**Routed clock nets over the placement**

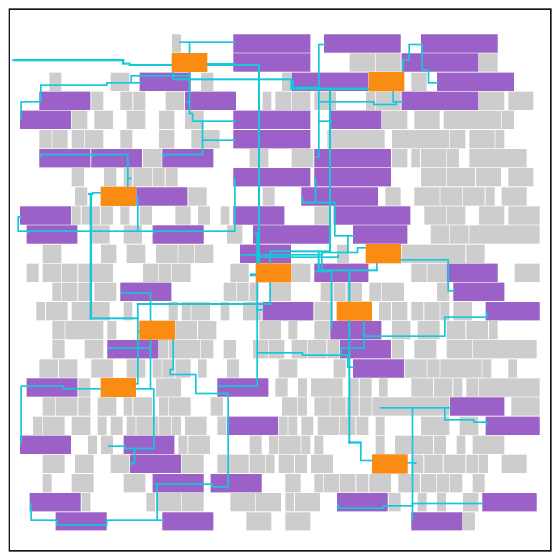
**Sequential cells grouped by signal name**

The bar under the picture is 20 um long. Other sequential cells in the stronger grey, the rest of the logic in the fainter grey.
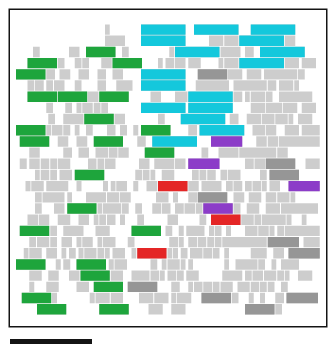
**The clock network**

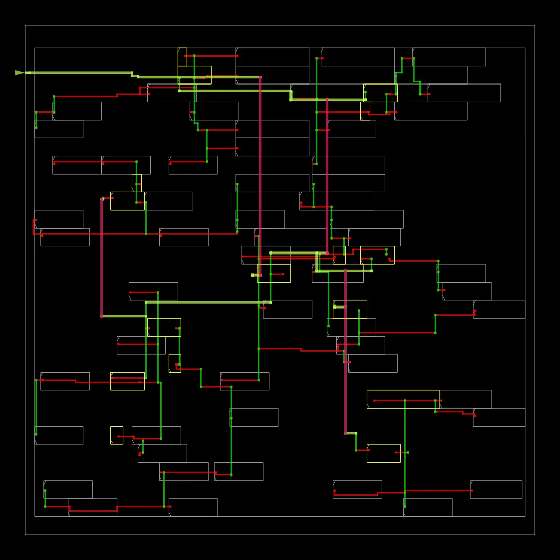
## src/rtl/seg_scroll_ctrl.sv

```systemverilog
// Message buffer and scroll sequencer feeding the two-digit SegDecoder.
// Symbols are loaded over a valid/ready port, then shown pairwise at a prescaled rate.
module seg_scroll_ctrl #(
    parameter int CLK_DIV = 12000000,
    parameter int DEPTH   = 8,
    parameter int DW      = 2
) (
    input  logic          clock,
    input  logic          reset_n,
    input  logic          io_wr_valid,
    output logic          io_wr_ready,
    input  logic [DW-1:0] io_wr_data,
    input  logic          io_wr_last,
    input  logic          io_run,
    input  logic          io_clear,
    output logic [DW-1:0] io_data1,
    output logic [DW-1:0] io_data2,
    output logic          io_blank,
    output logic          io_wrap
);

    localparam int PW = $clog2(DEPTH + 1);
    localparam int AW = $clog2(DEPTH);
    localparam int CW = (CLK_DIV > 1) ? $clog2(CLK_DIV) : 1;

    typedef enum logic [1:0] {
        ST_EMPTY = 2'd0,
        ST_LOAD  = 2'd1,
        ST_SHOW  = 2'd2
    } state_t;

    state_t          state_r;
    logic [PW-1:0]   len_r;
    logic [PW-1:0]   wptr_r;
    logic [PW-1:0]   ptr_r;
    logic [CW-1:0]   presc_r;
    logic            wrap_r;
    logic [DW-1:0]   mem_r [DEPTH];

    logic            wr_fire_s;
    logic            mem_we_s;
    logic [AW-1:0]   mem_waddr_s;
    logic [PW-1:0]   len_inc_s;
    logic            ptr_last_s;
    logic [PW-1:0]   ptr_nxt_s;
    logic            tick_s;
    logic [DW-1:0]   data1_s;
    logic [DW-1:0]   data2_s;

    assign io_wr_ready = reset_n && (state_r != ST_SHOW);
    assign wr_fire_s   = io_wr_valid && io_wr_ready;
    assign len_inc_s   = len_r + PW'(1);
    assign ptr_last_s  = (ptr_r == (len_r - PW'(1)));
    assign ptr_nxt_s   = ptr_last_s ? PW'(0) : (ptr_r + PW'(1));
    assign tick_s      = io_run && (presc_r == CW'(CLK_DIV - 1));

    // Buffer write enable and address; a write colliding with clear is dropped.
    always_comb begin
        mem_we_s    = 1'b0;
        mem_waddr_s = AW'(0);
        if (wr_fire_s && !io_clear) begin
            mem_we_s    = (state_r == ST_EMPTY) || (state_r == ST_LOAD);
            mem_waddr_s = (state_r == ST_EMPTY) ? AW'(0) : wptr_r[AW-1:0];
        end else begin
            mem_we_s    = 1'b0;
            mem_waddr_s = AW'(0);
        end
    end

    // Symbol storage; contents are don't-care until a message is loaded.
    always_ff @(posedge clock) begin
        if (mem_we_s) begin
            mem_r[mem_waddr_s] <= io_wr_data;
        end
    end

    // Control FSM: load, scroll prescaler, pointer and wrap pulse.
    always_ff @(posedge clock) begin
        if (!reset_n || io_clear) begin
            state_r <= ST_EMPTY;
            len_r   <= PW'(0);
            wptr_r  <= PW'(0);
            ptr_r   <= PW'(0);
            presc_r <= CW'(0);
            wrap_r  <= 1'b0;
        end else begin
            wrap_r <= 1'b0;
            case (state_r)
                ST_EMPTY: begin
                    if (wr_fire_s) begin
                        len_r   <= PW'(1);
                        wptr_r  <= PW'(1);
                        ptr_r   <= PW'(0);
                        presc_r <= CW'(0);
                        state_r <= io_wr_last ? ST_SHOW : ST_LOAD;
                    end
                end
                ST_LOAD: begin
                    if (wr_fire_s) begin
                        len_r  <= len_inc_s;
                        wptr_r <= wptr_r + PW'(1);
                        // A full buffer ends the message even without last.
                        if (io_wr_last || (len_inc_s == PW'(DEPTH))) begin
                            ptr_r   <= PW'(0);
                            presc_r <= CW'(0);
                            state_r <= ST_SHOW;
                        end
                    end
                end
                ST_SHOW: begin
                    if (tick_s) begin
                        presc_r <= CW'(0);
                        ptr_r   <= ptr_nxt_s;
                        wrap_r  <= ptr_last_s;
                    end else if (io_run) begin
                        presc_r <= presc_r + CW'(1);
                    end
                end
                default: begin
                    state_r <= ST_EMPTY;
                    len_r   <= PW'(0);
                    wptr_r  <= PW'(0);
                    ptr_r   <= PW'(0);
                    presc_r <= CW'(0);
                end
            endcase
        end
    end

    // Current pair straight from the pointer registers; dark unless showing.
    always_comb begin
        data1_s = DW'(0);
        data2_s = DW'(0);
        if (state_r == ST_SHOW) begin
            data1_s = mem_r[ptr_r[AW-1:0]];
            data2_s = mem_r[ptr_nxt_s[AW-1:0]];
        end else begin
            data1_s = DW'(0);
            data2_s = DW'(0);
        end
    end

    assign io_data1 = data1_s;
    assign io_data2 = data2_s;
    assign io_blank = (state_r != ST_SHOW);
    assign io_wrap  = wrap_r;

endmodule

```

## config.mk

```make
export PLATFORM = sky130hd
export DESIGN_NAME = seg_scroll_ctrl
export DESIGN_NICKNAME = d
export VERILOG_FILES = /design/src/rtl/seg_scroll_ctrl.sv
export SDC_FILE = /design/constraint.sdc
export NUM_CORES = 1
export LEC_CHECK = 0
export CAP_MARGIN = 20
export CORE_UTILIZATION = 55
export DETAILED_ROUTE_END_ITERATION = 16
export GPL_TIMING_DRIVEN = 0
export PLACE_DENSITY_LB_ADDON = 0.08
export SLEW_MARGIN = 10
export SYNTH_ARGS = -nofsm -noshare
export SYNTH_HDL_FRONTEND = slang
export SYNTH_SLANG_ARGS = --single-unit
```

## constraint.sdc

```tcl
create_clock -name clock -period 3.5 [get_ports clock]
set_input_delay 1.05 -clock clock [delete_from_list [all_inputs] [get_ports clock]]
set_output_delay 1.05 -clock clock [all_outputs]
set_load 0.005 [all_outputs]
```

==> reports/summary.txt <==
Post-route insts no fill: 429
Top Layout Cells: 35 x dfxtp_1, 26 x nor2_1, 24 x a21oi_1
H-tree depth: 3
Outcome: completed
Die Wd: 76.84 um
Syn Nets: 336
Ys flop type: dfxtp_1
Antenna viol nets, final: 0
Most numerous logic cell after layout: dfxtp_1
FP Rows: 26
First-pass GRT wire length: 12350 um
Vias in the first global route: 2579
MI comb area: 1742 um2
# Taps: 70
Post-route cell area: 3621 um2
Arrival @ worst endpoint: 2.40 ns
Critical path class: reg2out
Total core area: 5238 um2
# diodes: 0
PortBufs: 14
NetSw: 0.3148 mW
Switching fraction of total power: 23.33%
Logic share of the area: 48.10%
Fraction of area in registers: 36.14%
Cell area leaders: dfxtp_1 27%, edfxtp_1 16%, xnor2_1 4.5%, a21oi_1 4.2%, nor2_1 3.2%
DR vias/cell: 6.275
CTS Buffer Depth: 2
Syn Inst Count: 323
Cts hold-fix bufs: 0
Number of synthesized flops with an enable pin: 16
Pint: 1.035 mW
RR Endpoint: presc_r[0]
Stage-log warning count: 28
Clk pin slew, worst setup/hold paths: 0.06 ns
Clock power frac: 43.8%
Multi-input comb cells: 243
Fin. max-slew vios: 0
Placed insts: 407
Detailed placement HPWL: 5064 um
CTS tree: done
CP Launch Point: ptr_r[1]
LEAKAGE: 1.141 nW
Number of fill cells in the layout: 410
1st-iter DRT viols: 230
Post-CTS sizing: 19
Initial core utilization: 58.82%
Worst vdd ir: 0.2518 mV
Post-route minimum period: 3.453 ns
Measured slew at the worst slew-check pin: 0.6157 ns
TritonCTS Sinks: 57
Core Util, Final: 69.14%
RSZ-0062 raised after global routing: yes
Nature of the critical path startpoint: flip-flop
Layout cells sized above 1: 14.48%
#FFs+latches synth: 57
Logic pwr share: 5.6%
Final #Nets: 367
Max_slew headroom: 58.58%
Max-area cell share: 26.65%
Sequential element share of the synthesized area: 42.24%
DP Area: 3308 um2
FF-to-FF path depth: 6
Total GRT Usage: 26.87%
Final hold violation count: 0
Setup Fix Bufs, Post-CTS: 5
Top class by area: multi-input combinational cells
-- 'routed clock nets over the placement' (at the start) --
clock wires -> cyan  # length 806 um
flip-flops -> purple  # count 57
clock drivers -> orange  # count 9
routed clock nets = 10
flops lie = widely spread
Worst-Skew Late Latency: 0.35 ns
Setup Skew: 0.009072 ns

-- 'sequential cells grouped by signal name' (at the start) --
`wptr_r` -> red  # placed flops 3
`mem_r` -> cyan  # placed flops 16
`ptr_r` -> purple  # placed flops 4
`presc_r` -> green  # placed flops 24
not coloured = 10

-- 'the clock network' (at the start) --
clock network power: 0.591 mW
TritonCTS Buffers: 9
Clock buffer cells: 12

cell families after synthesis:
logic type	Yosys count	share of synthesized area, %
adder cells (fa/ha/maj)	5	2.031
multiplexers	12	5.524
AND-OR/OR-AND	76	16.77
buffers and inverters	23	3.330
AND/OR/NAND/NOR	132	24.49
flip-flops	57	42.24
XOR/XNOR	18	5.605
worst min path at each step:
stage | cells past startpoint | slack, ns | to | start
after global placement | 2 | 0.46 | presc_r[5] | presc_r[5]
after global routing | 2 | 0.51 | presc_r[23] | presc_r[23]
final | 2 | 0.48 | presc_r[5] | presc_r[5]
after CTS | 2 | 0.48 | presc_r[23] | presc_r[23]
after floorplan | 2 | 0.45 | presc_r[23] | presc_r[23]
after detailed placement | 2 | 0.47 | presc_r[23] | presc_r[23]
critical path, stage by stage (launching register included):
cell and delay, ns:
dfxtp_2 0.35, ha_4 0.19, xnor2_4 0.21, buf_6 0.15, mux2i_1 0.20, o22ai_1 0.10, o31a_1 0.28, a21o_1 0.15
clkdlybuf4s50_1 0.44
registers in the layout (all words and copies together), names as in the netlist, named ones only:
signal   cells
io_wrap      1
ptr_r        4
presc_r     24
wptr_r       3
mem_r       16
state_r      2
len_r        4
per-layer routing:
layer	track usage, %	part of all wire, %	up-vias
li1	-	-	1292
met1	35.36	45	1290
met2	41.70	47	93
met3	5.833	5.3	17
met4	13.08	2.0	0
met5	0	0	-
stage by stage:
stage / hold WS (ns) / total power, mW / worst slack, ns / TNS, ns
after floorplan: 0.4471 / 0.7399 / 0.5188 / 0
after global placement: 0.4640 / 0.7682 / -0.09822 / -0.1824
after detailed placement: 0.4745 / 0.7690 / -0.1632 / -0.2799
after CTS: 0.4842 / 1.350 / 0.009454 / 0
after global routing: 0.5077 / 1.384 / -0.07771 / -0.07771
final: 0.4798 / 1.350 / 0.04696 / 0
Power is estimated from default activity; no workload was simulated.
